$ cat src/rtl/hazard_ctrl_pkg.sv
// ---------------------------------------------------------------------------
// hazard_ctrl_pkg
//    Shared definitions for the 5-stage pipeline sequencing controller:
//    forwarding select encodings, the controller FSM state type and the
//    hard-wired zero register number.
// ---------------------------------------------------------------------------
package hazard_ctrl_pkg;

   // ALU operand source selects driven towards the EX-stage operand muxes
   localparam logic [1:0] FWD_RF  = 2'b00;
   localparam logic [1:0] FWD_WB  = 2'b01;
   localparam logic [1:0] FWD_MEM = 2'b10;

   // $0 always reads as zero, so it is never a forwarding or hazard source
   localparam logic [4:0] REG_ZERO = 5'd0;

   // RUN: normal flow, LU: still inserting load-use bubbles
   typedef enum logic {
      ST_RUN = 1'b0,
      ST_LU  = 1'b1
   } state_e;

endpackage

$ cat src/rtl/hazard_ctrl_fwd_unit.sv
// ---------------------------------------------------------------------------
// fwd_unit
//    Purely combinational forwarding comparator for one source operand.
//    Decides whether the operand should come from the register file, from
//    the MEM-stage ALU result or from the WB-stage write data.
//
//    Ports:
//       exSrc_i        source register number of the consuming instruction
//       memWreg_i      destination register of the instruction in MEM
//       memRegWrite_i  MEM instruction writes the register file
//       wbWreg_i       destination register of the instruction in WB
//       wbRegWrite_i   WB instruction writes the register file
//       sel_o          operand select (FWD_RF / FWD_WB / FWD_MEM)
// ---------------------------------------------------------------------------
module fwd_unit
   import hazard_ctrl_pkg::*;
(
   input  logic [4:0] exSrc_i,
   input  logic [4:0] memWreg_i,
   input  logic       memRegWrite_i,
   input  logic [4:0] wbWreg_i,
   input  logic       wbRegWrite_i,
   output logic [1:0] sel_o
);

   // MEM holds the younger result, so it wins over WB when both match
   always_comb begin
      sel_o = FWD_RF;
      if (memRegWrite_i && (memWreg_i != REG_ZERO) && (memWreg_i == exSrc_i)) begin
         sel_o = FWD_MEM;
      end else if (wbRegWrite_i && (wbWreg_i != REG_ZERO) && (wbWreg_i == exSrc_i)) begin
         sel_o = FWD_WB;
      end
   end

endmodule

$ cat src/rtl/hazard_ctrl.sv
// ---------------------------------------------------------------------------
// hazard_ctrl
//    Pipeline sequencing controller for the IF/ID/EX/MEM/WB core. Produces
//    EX-stage forwarding selects, stalls/flushes the pipeline registers on
//    load-use hazards, taken branches and memory-busy, and keeps saturating
//    stall/flush event counters for performance debug.
//
//    Parameters:
//       LU_CYC  bubble cycles per load-use hazard (1..3)
//       CNT_W   width of each event counter
//
//    Ports:
//       clk, rst                 clock, asynchronous active-low reset
//       ID_rs/ID_rt/ID_uses_rt   source fields of the instruction in ID
//       EX_rs/EX_rt/EX_MemRead/EX_wreg  instruction in EX
//       MEM_wreg/MEM_RegWrite    instruction in MEM
//       WB_wreg/WB_RegWrite      instruction in WB
//       br_taken, mem_busy       branch resolved taken in MEM, memory stall
//       *_we, *_flush            pipeline register enables / NOP inserts
//       fwd_a, fwd_b             ALU operand forwarding selects
//       stall_cnt, flush_cnt     saturating event counters
// ---------------------------------------------------------------------------
module hazard_ctrl
   import hazard_ctrl_pkg::*;
#(
   parameter int LU_CYC = 1,
   parameter int CNT_W  = 16
)(
   input  logic             clk,
   input  logic             rst,
   input  logic [4:0]       ID_rs,
   input  logic [4:0]       ID_rt,
   input  logic             ID_uses_rt,
   input  logic [4:0]       EX_rs,
   input  logic [4:0]       EX_rt,
   input  logic             EX_MemRead,
   input  logic [4:0]       EX_wreg,
   input  logic [4:0]       MEM_wreg,
   input  logic             MEM_RegWrite,
   input  logic [4:0]       WB_wreg,
   input  logic             WB_RegWrite,
   input  logic             br_taken,
   input  logic             mem_busy,
   output logic             pc_we,
   output logic             if_id_we,
   output logic             id_ex_we,
   output logic             ex_mem_we,
   output logic             mem_wb_we,
   output logic             if_id_flush,
   output logic             id_ex_flush,
   output logic             ex_mem_flush,
   output logic [1:0]       fwd_a,
   output logic [1:0]       fwd_b,
   output logic [CNT_W-1:0] stall_cnt,
   output logic [CNT_W-1:0] flush_cnt
);

   generate
      if ((LU_CYC < 1) || (LU_CYC > 3)) begin : g_badLuCyc
         $error("hazard_ctrl: LU_CYC must be in 1..3");
      end
   endgenerate

   // Bubbles still owed after the first one, loaded when entering LU
   localparam logic [1:0]       BCNT_INIT = 2'(LU_CYC - 1);
   localparam logic [CNT_W-1:0] CNT_ONE   = CNT_W'(1);

   state_e           state_q, state_d;
   logic [1:0]       bcnt_q, bcnt_d;
   logic [CNT_W-1:0] stallCnt_q, stallCnt_d;
   logic [CNT_W-1:0] flushCnt_q, flushCnt_d;

   logic       loadUse;
   logic       busyEvent;
   logic       stallEvent;
   logic [1:0] fwdASel;
   logic [1:0] fwdBSel;

   fwd_unit u_fwdA (
      .exSrc_i       (EX_rs),
      .memWreg_i     (MEM_wreg),
      .memRegWrite_i (MEM_RegWrite),
      .wbWreg_i      (WB_wreg),
      .wbRegWrite_i  (WB_RegWrite),
      .sel_o         (fwdASel)
   );

   fwd_unit u_fwdB (
      .exSrc_i       (EX_rt),
      .memWreg_i     (MEM_wreg),
      .memRegWrite_i (MEM_RegWrite),
      .wbWreg_i      (WB_wreg),
      .wbRegWrite_i  (WB_RegWrite),
      .sel_o         (fwdBSel)
   );

   // Forwarding is parked on the register file while reset is held
   assign fwd_a = rst ? fwdASel : FWD_RF;
   assign fwd_b = rst ? fwdBSel : FWD_RF;

   assign loadUse = EX_MemRead && (EX_wreg != REG_ZERO) &&
                    ((EX_wreg == ID_rs) || (ID_uses_rt && (EX_wreg == ID_rt)));

   // Event priority: branch beats memory-busy beats load-use. In LU the
   // EX stage already holds a bubble, so loadUse is not consulted there.
   assign busyEvent  = !br_taken && mem_busy;
   assign stallEvent = !br_taken && !mem_busy &&
                       ((state_q == ST_LU) || loadUse);

   // State, bubble counter and event counters
   always_ff @(posedge clk or negedge rst) begin
      if (!rst) begin
         state_q    <= ST_RUN;
         bcnt_q     <= '0;
         stallCnt_q <= '0;
         flushCnt_q <= '0;
      end else begin
         state_q    <= state_d;
         bcnt_q     <= bcnt_d;
         stallCnt_q <= stallCnt_d;
         flushCnt_q <= flushCnt_d;
      end
   end

   // Next state; a busy memory freezes everything, a branch squashes any
   // bubbles still owed because the stalled instructions are discarded
   always_comb begin
      state_d    = state_q;
      bcnt_d     = bcnt_q;
      stallCnt_d = stallCnt_q;
      flushCnt_d = flushCnt_q;
      if (br_taken) begin
         state_d = ST_RUN;
         bcnt_d  = '0;
         if (!(&flushCnt_q)) begin
            flushCnt_d = flushCnt_q + CNT_ONE;
         end
      end else if (!mem_busy) begin
         if (stallEvent && !(&stallCnt_q)) begin
            stallCnt_d = stallCnt_q + CNT_ONE;
         end
         unique case (state_q)
            ST_RUN: begin
               if (loadUse && (LU_CYC > 1)) begin
                  state_d = ST_LU;
                  bcnt_d  = BCNT_INIT;
               end
            end
            ST_LU: begin
               if (bcnt_q == 2'd1) begin
                  state_d = ST_RUN;
                  bcnt_d  = '0;
               end else begin
                  bcnt_d = bcnt_q - 2'd1;
               end
            end
         endcase
      end
   end

   // Pipeline register controls; a bubble holds PC and IF/ID and turns
   // the ID/EX load into a NOP while the older stages keep draining
   always_comb begin
      pc_we        = 1'b1;
      if_id_we     = 1'b1;
      id_ex_we     = 1'b1;
      ex_mem_we    = 1'b1;
      mem_wb_we    = 1'b1;
      if_id_flush  = 1'b0;
      id_ex_flush  = 1'b0;
      ex_mem_flush = 1'b0;
      if (!rst) begin
         pc_we        = 1'b0;
         if_id_we     = 1'b0;
         id_ex_we     = 1'b0;
         ex_mem_we    = 1'b0;
         mem_wb_we    = 1'b0;
         if_id_flush  = 1'b1;
         id_ex_flush  = 1'b1;
         ex_mem_flush = 1'b1;
      end else if (br_taken) begin
         if_id_flush  = 1'b1;
         id_ex_flush  = 1'b1;
         ex_mem_flush = 1'b1;
      end else if (busyEvent) begin
         pc_we     = 1'b0;
         if_id_we  = 1'b0;
         id_ex_we  = 1'b0;
         ex_mem_we = 1'b0;
         mem_wb_we = 1'b0;
      end else if (stallEvent) begin
         pc_we       = 1'b0;
         if_id_we    = 1'b0;
         id_ex_flush = 1'b1;
      end
   end

   assign stall_cnt = stallCnt_q;
   assign flush_cnt = flushCnt_q;

endmodule

$ cat config.mk
export PLATFORM = sky130hd
export DESIGN_NAME = hazard_ctrl
export DESIGN_NICKNAME = d
export VERILOG_FILES = /design/src/rtl/hazard_ctrl_pkg.sv /design/src/rtl/hazard_ctrl_fwd_unit.sv /design/src/rtl/hazard_ctrl.sv
export SDC_FILE = /design/constraint.sdc
export NUM_CORES = 1
export LEC_CHECK = 0
export ABC_AREA = 0
export CORE_ASPECT_RATIO = 0.9
export CORE_MARGIN = 1
export CORE_UTILIZATION = 44
export DETAILED_ROUTE_END_ITERATION = 10
export PLACE_DENSITY_LB_ADDON = 0.05
export SYNTH_ARGS = -nofsm -noshare
export SYNTH_HDL_FRONTEND = slang
export SYNTH_SLANG_ARGS = --single-unit
$ cat constraint.sdc
create_clock -name clk -period 2.15 [get_ports clk]
set_input_delay 0.43 -clock clk [delete_from_list [all_inputs] [get_ports clk]]
set_output_delay 0.43 -clock clk [all_outputs]
set_load 0.02 [all_outputs]
Fig. 1: run 1, signal wires on met3
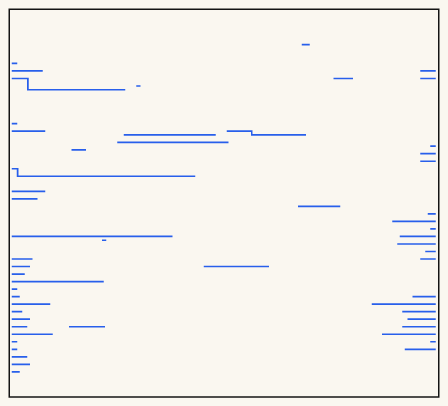
The layer holds 5.8% of the routed length. The longest straight run is 32.0 µm. The layer carries 330 µm of wire. 51 nets have wire on it.

Fig. 2: run 1, routed metal, one color a layer
Only two layers are drawn.
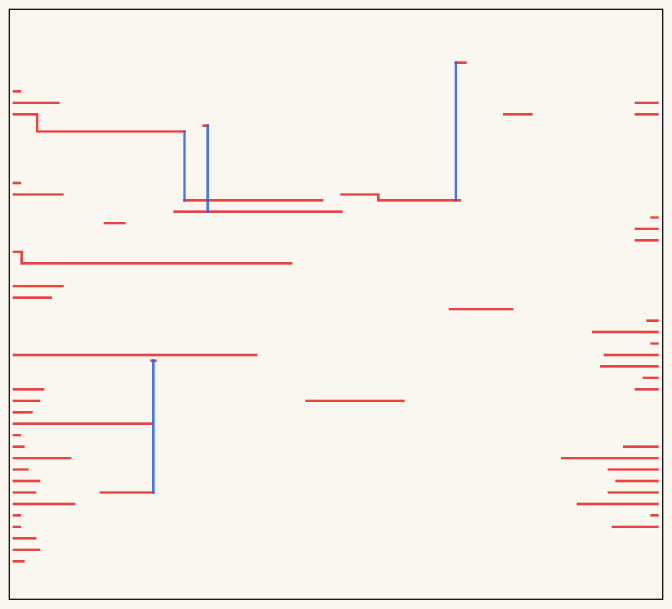
Key: met4 = blue [wire length 50.3 µm]; met3 = red [wire length 330 µm]
vias: 2113
drt total wl: 5660 µm
global-route total usage across every layer: 21.9%
wire length per cell: 13.5 µm

Fig. 3: run 1, register map, names as in the netlist
Other sequential cells in the stronger gray, the rest of the logic in the fainter gray.
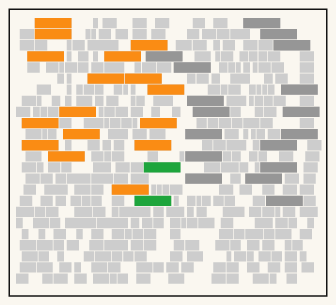
Key: `bcnt_q` = green [placed flops 2]; `flush_cnt` = orange [placed flops 16]
Layout Utilization: 73.4%
Seq/total area: 24.4%
P_seq: 819 µW
Sequential Area: 876 µm²

Fig. 4: run 1, pin placement
Pins as bars across the die edge, other pins in gray.
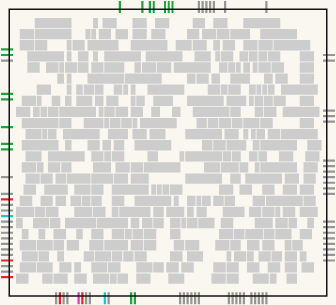
Key: `EX_rt` = red [pins 5, direction input, edge 3 west, 2 south]; `flush_cnt` = green [pins 16, direction output, edge 7 west, 7 north, 2 south]; `MEM_RegWrite` = magenta [pins 1, direction input, edge south]; `fwd_a` = cyan [pins 2, direction output, edge 1 west, 1 south]
All pins by edge: 28 south, 25 west, 20 east, 14 north.
DIE HEIGHT: 69.8 µm
number of port buffers: 86
Die W: 77.4 µm

==> flow_summary.yaml, run 1 <==
# yosys + openroad results
drt:
  wl_met3_um: 330
  drtIter0Drc: 65
  ant_nets: 0
  highest_layer: "met4"
  firstDrtPassIters: 4
  viasPerCell: 5.04
  drc: 0
  wl_met2_um: 2760
  wl_met1_um: 2510
synthesis:
  mux_share_pct: 3.62
  seq_area_frac_synth_pct: 38.9
  synth.net_count: 273
  ys_sh_simple_pct: 26.0
  top_cell_area_share_pct: 38.9
  top_area_cell: "dfrtp_1"
  synth_cells: 227
  top_cells_by_count: "xnor2_1, dfrtp_1, xor2_1, nand2_1, nand3_1"
  xor_share_pct: 21.0
  ys_types: 46
  logic_family: "simple AND/OR/NAND/NOR gates"
  adder_share_pct: 1.67
  compound_area_share_pct: 5.45
  yosys_cells: 227
  synth-seq-cells: 35
  synth-warning-count: 0
  most_common_cell: "xnor2_1"
  yosys_area_um2: 2250
  edf_count: 0
  synthFlopType: "dfrtp_1"
  synth_area_um2: 2250
  topCellsByArea: "dfrtp_1, xnor2_1, xor2_1"
worst_setup_path:
  worst_path_max_delay_cell: "or4_4"
  ff2ff_path_depth: 5
  worstSetupStartpointType: "input pin"
  r2r_end: "flush_cnt[1]"
  crit_type: "input pin to output pin"
  worstPathMaxFanout: 2
  worst_setup_path_end_kind: "output pin"
  worst_ep_required_time_ns: 1.72
  rrSetupSlack_ns: 0.18
  cp_top_family: "simple AND/OR/NAND/NOR gates"
  crit_chain: "buf_6, or4_4, o21ai_4, nor4_4, nor4_2, buf_2"
  cp.arrival_ns: 1.80
  r2r-start: "flush_cnt[6]"
grt:
  overflow: 0
  use_met3_pct: 5.66
  antenna_found_initial: 1
  grt_max_degree: 40
  met1_usage_pct: 27.4
  met2_usage_pct: 37.9
  busiest_layer: "met2"
  grt_first_pass_wirelength_um: 9420
  grt_pass1_vias: 2146
sta:
  max_freq_ghz: 0.448
  rsz0062_at_grt: "yes"
  final_max_slew_viol_count: 0
  fin_setup_tns_ns: -0.171
  timing.hold.ws_ns: 0.216
  layout_min_cycle_time_ns: 2.23
  clock_skew_ns: 0.00492
  period_used_pct: 104
  tightestPinTransition_ns: 0.336
  setup_viol: 4
  hold_viol: 0
  maxSlewHeadroom_pct: 77.5
  finalWorstSetupSlack_ns: -0.0830
final_layout:
  combGateArea_um2: 1400
  fin_cells: 419
  combAreaFraction_pct: 38.9
  n_all_inverters: 5
  buffer_area_share_pct: 31.1
  clk_share_pct: 2.79
  final_net_count: 398
  final_cell_area_um2: 3590
  num-fill-cells: 378
  logic_gates: 179
  area_delta_synth_final_pct: 59.7
  drive_above_1_share_pct: 27.8
  n_antenna_cell: 1
  mostFrequentLayoutCell: "clkdlybuf4s50_1"
  buffers: 126
  flops: 35
  final_cell_mix: "clkdlybuf4s50_1, xnor2_1, buf_4, dfrtp_1, dlygate4sd2_1"
  nClkBuffers: 8
  largestClassByArea: "logic gates"
floorplanning:
  io-pin-count: 87
  dieArea_um2: 5400
  tap_cells: 65
  core_um2: 4890
  fp_util_pct: 46.0
pwr:
  combPwrFrac_pct: 34.6
  swShare_pct: 31.5
  p_switching_uw: 640
  p_int_uw: 1400
  vdd_drop_max_mv: 0.445
  cellLeakagePower_uw: 0.00159
  clkPwrFrac_pct: 25.2
  power-top-group: "registers"
  seqPwrFrac_pct: 40.2
  p_per_area_nw_per_um2: 566
  power_uw: 2040
  powerComb_uw: 704
  p_clk_uw: 513
placement:
  dp.cells: 406
  dp_hpwl_um: 4350
  place_congestion: 0.795
  post-place-ws_ns: -0.918
  place_area_um2: 3410
clocking:
  clock_sinks: 35
  clock_latency_ns: 0.28
  htree_levels: 2
  cts_buffers: 5
  clk_pin_slew_ns: 0.07
  tritoncts: "built"
  cts.path.max_buffers: 2
  clock-root-buffer: "clkbuf_8"
  cts_hold_buffers: 0
job:
  drv_cap: 0
  warnings: 28
outcome:
  status: "complete, but fails checks"
  violations: "negative setup slack"
worst_hold_path:
  min_path_type: "input pin to asynchronous set/reset pin"
==> run 1: worst max path at each step <==
stage	endpoint	slack, ns	depth (start not counted)
5_1_grt	fwd_a[0]	-0.09	5
3_5_place_dp	fwd_b[0]	-0.92	6
2_1_floorplan	pc_we	0.03	5
4_1_cts	fwd_b[0]	-0.12	6
6_report	fwd_b[0]	-0.08	6
3_3_place_gp	fwd_a[0]	-0.87	6
==> run 1: repair_timing <==
item                                    in CTS  in global routing
endpoints found under the setup margin      14                 10
resized                                    114                 29
setup buffers                                1                  3
pin swaps                                   25                 15
==> run 1: registers in the layout (all words and copies together), names as in the netlist <==
register	flops
flush_cnt	16
stall_cnt	16
bcnt_q	2
state_q	1
==> run 2, diff against run 1 <==
SKIP_CTS_REPAIR_TIMING = 1   (was not set)
clock period = 2.1 ns   (was 2.15 ns; I/O delays follow)
Fig. 5: run 2, register map, names as in the netlist
Other sequential cells in the stronger gray, the rest of the logic in the fainter gray.
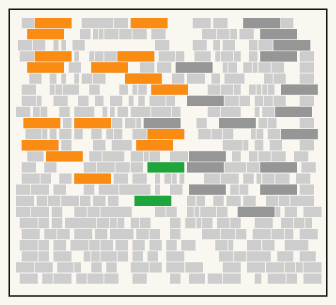
Key: `bcnt_q` = green [placed flops 2]; `flush_cnt` = orange [placed flops 16]
Another 17 sequential cells are not colored.

==> run 2 against run 1 <==
  * The flow still finishes with violations (negative setup slack)
  * Via count rose by 0.43%
  * Critical path type unchanged
  * Wire length increased by 3.8%
  * Clock-buffer cell count did not move
  * Highest routed layer unchanged
  * Synthesized area did not move
  * Largest cell class unchanged
  * Total power increased by 3.7%
==> flow_summary.yaml, run 2 <==
# yosys + openroad results
outcome:
  status: "complete, but fails checks"
  violations: "negative setup slack"
final_layout:
  largestClassByArea: "logic gates"
  buffer_area_share_pct: 32.5
  sh_seq_area_pct: 23.7
  drive_above_1_share_pct: 25.6
  combAreaFraction_pct: 38.4
  num-fill-cells: 367
  clk_share_pct: 2.71
  combGateArea_um2: 1420
  regArea_um2: 876
  buffers: 124
  n_antenna_cell: 0
  logic_gates: 179
  area_delta_synth_final_pct: 64.1
  n_all_inverters: 5
sta:
  rsz0062_at_grt: "yes"
  finalWorstSetupSlack_ns: -0.248
  maxSlewHeadroom_pct: 76.8
  clock_skew_ns: 0.00802
  setup_viol: 4
  fin_setup_tns_ns: -0.504
  period_used_pct: 112
  timing.hold.ws_ns: 0.194
clocking:
  clock-root-buffer: "clkbuf_8"
  htree_levels: 2
  clock_latency_ns: 0.29
  cts_buffers: 5
drt:
  wl_met2_um: 2990
  ant_nets: 0
  drtIter0Drc: 52
  wire_per_inst_um: 14.1
  drc: 0
  highest_layer: "met4"
  wl_met1_um: 2560
worst_hold_path:
  min_path_type: "input pin to asynchronous set/reset pin"
floorplanning:
  die_y_um: 69.8
  dieArea_um2: 5400
  core_um2: 4890
  fp_util_pct: 46.0
  dieWidth_um: 77.4
  tap_cells: 65
worst_setup_path:
  crit_chain: "buf_6, or4_4, o21ai_4, nor4_4, buf_4, nor4_4, buf_4"
  rrSetupSlack_ns: 0.13
  worst_ep_required_time_ns: 1.68
  crit_type: "input pin to output pin"
  crit_end: "fwd_a[0]"
  worst_path_max_delay_cell: "or4_4"
  r2r-start: "flush_cnt[0]"
  cp_top_family: "simple AND/OR/NAND/NOR gates"
  worst_setup_path_end_kind: "output pin"
  cp.arrival_ns: 1.93
synthesis:
  synthFlopType: "dfrtp_1"
  compound_area_share_pct: 5.45
  synth.net_count: 273
  top_area_cell: "dfrtp_1"
  synth_area_um2: 2250
  synth-warning-count: 0
  edf_count: 0
  topCellsByArea: "dfrtp_1, xnor2_1, xor2_1"
  logic_family: "simple AND/OR/NAND/NOR gates"
  ys_types: 46
  seq_area_frac_synth_pct: 38.9
grt:
  met1_usage_pct: 27.7
  busiest_layer: "met2"
  use_met3_pct: 5.39
  antenna_found_initial: 0
  grt_first_pass_wirelength_um: 9380
  grt_use_total_pct: 21.9
  grt_pass1_vias: 2056
  overflow: 0
placement:
  dp_hpwl_um: 4350
  place_congestion: 0.783
pwr:
  cellLeakagePower_uw: 0.00180
  p_int_uw: 1440
  p_clk_uw: 538
  p_switching_uw: 670
  powerComb_uw: 738
Fig. 6: run 2, signal wires on met3
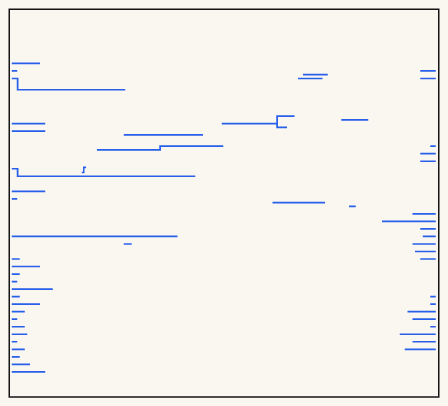
The layer holds 5.0% of the routed length. The wires run mostly horizontal.

-- run 2: worst min path at each step --
| stage | from | endpoint | slack (ns) | cells past startpoint |
|---|---|---|---|---|
| after global placement | flush_cnt[11] | flush_cnt[11] | 0.48 | 1 |
| after floorplan | rst | bcnt_q[0] | 0.12 | 0 |
| final | rst | state_q | 0.19 | 2 |
| after global routing | rst | bcnt_q[0] | 0.22 | 2 |
| after CTS | rst | stall_cnt[13] | 0.25 | 2 |
| after detailed placement | stall_cnt[9] | stall_cnt[9] | 0.50 | 1 |
-- run 2: logic make-up (layout without fill, tap and decap cells) --
kind of cell / Yosys count / in the layout
compound gates: 17 / 17
xor+xnor: 54 / 54
fa+ha+maj: 3 / 3
buf+inv: 13 / 137
flops: 35 / 35
mux: 7 / 7
simple gates: 98 / 98
==> run 3, diff against run 2 <==
ABC_AREA = 1   (was 0)
CAP_MARGIN = 20   (was not set)
CORE_UTILIZATION = 46   (was 44)
Fig. 7: run 3, register map, names as in the netlist
Other sequential cells in the stronger gray, the rest of the logic in the fainter gray.
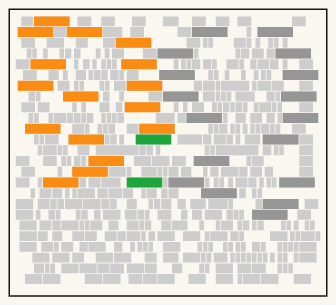
Key: `flush_cnt` = orange [placed flops 16]; `bcnt_q` = green [placed flops 2]
Layout Utilization: 71.3%
P_seq: 877 µW

==> run 3 against run 2 <==
  * Highest routed layer unchanged
  * Clock skew fell by 0.0041 ns
  * Synthesized cell count increased by 54%
  * Cell count rose by 24%
  * Non-clock buffer count is 24 lower
  * Design area rose by 1.6%
  * Sequential power is 5.0% higher
  * The flow now finishes without violations
  * First-iteration DRC count increased by 140%
  * Largest power group unchanged
  * Utilization down 4.1 points
  * Wire length increased by 9.1%
==> flow_summary.yaml, run 3 <==
# yosys + openroad results
worst_setup_path:
  rrSetupSlack_ns: 0.28
  cp_top_family: "buffers and inverters"
  crit_type: "input pin to output pin"
  crit_chain: "clkdlybuf4s50_1, inv_1, nor2_1, nor2_1, nand3_1, nand2_1, nand2_2, nand2_4, a21boi_2, buf_4"
  cp.arrival_ns: 1.66
  worst_path_max_delay_cell: "clkdlybuf4s50_1"
  crit_end: "pc_we"
  r2r-start: "stall_cnt[0]"
  worst_ep_required_time_ns: 1.68
grt:
  grt_first_pass_wirelength_um: 10600
  grt_pass1_vias: 2417
  overflow: 0
  grt_max_degree: 20
  antenna_found_initial: 0
  grt_use_total_pct: 23.3
synthesis:
  synth_area_um2: 2520
  seq_area_frac_synth_pct: 34.7
  synth-warning-count: 0
  synthFlopType: "dfrtp_1"
  ys_types: 29
  logic_family: "simple AND/OR/NAND/NOR gates"
  top_area_cell: "dfrtp_1"
  synth.avg_cell_area_um2: 7.22
  edf_count: 0
  synth.net_count: 395
  compound_area_share_pct: 3.77
  ys_sh_simple_pct: 36.6
  yosys_area_um2: 2520
floorplanning:
  fp_util_pct: 48.0
  tap_cells: 67
  core_um2: 5260
placement:
  dp_hpwl_um: 4740
  place_congestion: 0.876
sta:
  finalWorstSetupSlack_ns: 0.0175
  rsz0062_at_grt: "yes"
  final_max_slew_viol_count: 0
  clock_skew_ns: 0.00388
  maxSlewHeadroom_pct: 72.9
  setup_viol: 0
  period_used_pct: 99.2
  fin_setup_tns_ns: 0
  timing.hold.ws_ns: 0.158
drt:
  wl_um: 6410
  drtIter0Drc: 123
  viasPerCell: 5.00
  drc: 0
  ant_nets: 0
clocking:
  htree_levels: 2
  clock_latency_ns: 0.30
  clock-root-buffer: "clkbuf_8"
  cts_buffers: 5
final_layout:
  buffer_area_share_pct: 27.6
  n_antenna_cell: 0
  mostFrequentLayoutCell: "nand2_1"
  clk_share_pct: 3.64
  drive_above_1_share_pct: 10.7
  logic_gates: 268
  combGateArea_um2: 1480
  num-fill-cells: 444
  regArea_um2: 876
  combAreaFraction_pct: 39.4
  n_all_inverters: 37
  nClkBuffers: 5
  buffers: 100
  area_delta_synth_final_pct: 48.7
  sh_seq_area_pct: 23.4
  final_cell_mix: "nand2_1, clkdlybuf4s50_1, nor2_1, dlymetal6s2s_1, dfrtp_1"
outcome:
  status: "finished clean"
pwr:
  p_int_uw: 1580
  cellLeakagePower_uw: 0.00207
  p_switching_uw: 731
  combPwrFrac_pct: 29.7
worst_hold_path:
  min_path_type: "input pin to asynchronous set/reset pin"
Fig. 8: run 3, pin placement
Pins as bars across the die edge, other pins in gray.
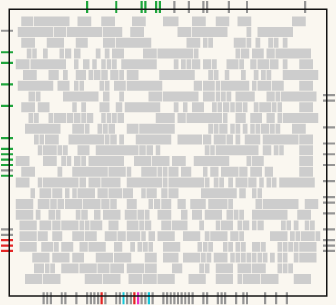
Key: `EX_rt` = red [pins 5, direction input, edge 3 west, 2 south]; `MEM_RegWrite` = magenta [pins 1, direction input, edge south]; `flush_cnt` = green [pins 16, direction output, edge 10 west, 6 north]; `fwd_a` = cyan [pins 2, direction output, edge south]
DIE HEIGHT: 72.2 µm
Die W: 80.0 µm

-- run 3: cell count changes after synthesis, moves of 5 or more --
| cell | change |
|---|---|
| and3_1 | -5 |
| inv_1 | +32 |
| o21ai_0 | +7 |
| xor2_1 | +6 |
| nand4_1 | +7 |
| or4_1 | -5 |
| nand2_1 | +93 |
| nor2_1 | +26 |
| xnor2_1 | -17 |
| nand3_1 | +6 |
-- run 3: power by group through the flow --
stage,combinational [µW],clock (µW),sequential [µW]
floorplan,249,0,968
global placement,679,0,884
detailed placement,688,0,886
CTS,692,760,875
global route,752,790,891
finish,687,748,877
-- run 3: per-layer routing --
metal,track usage (%),routed length [µm],vias to the layer above
met2,40.6,3120,66
met1,28.7,2850,1184
met4,8.73,111,0
li1,-,-,1315
met3,4.40,323,11
met5,0,0,-
No activity file was given, so power comes from the tool's default toggle rates.
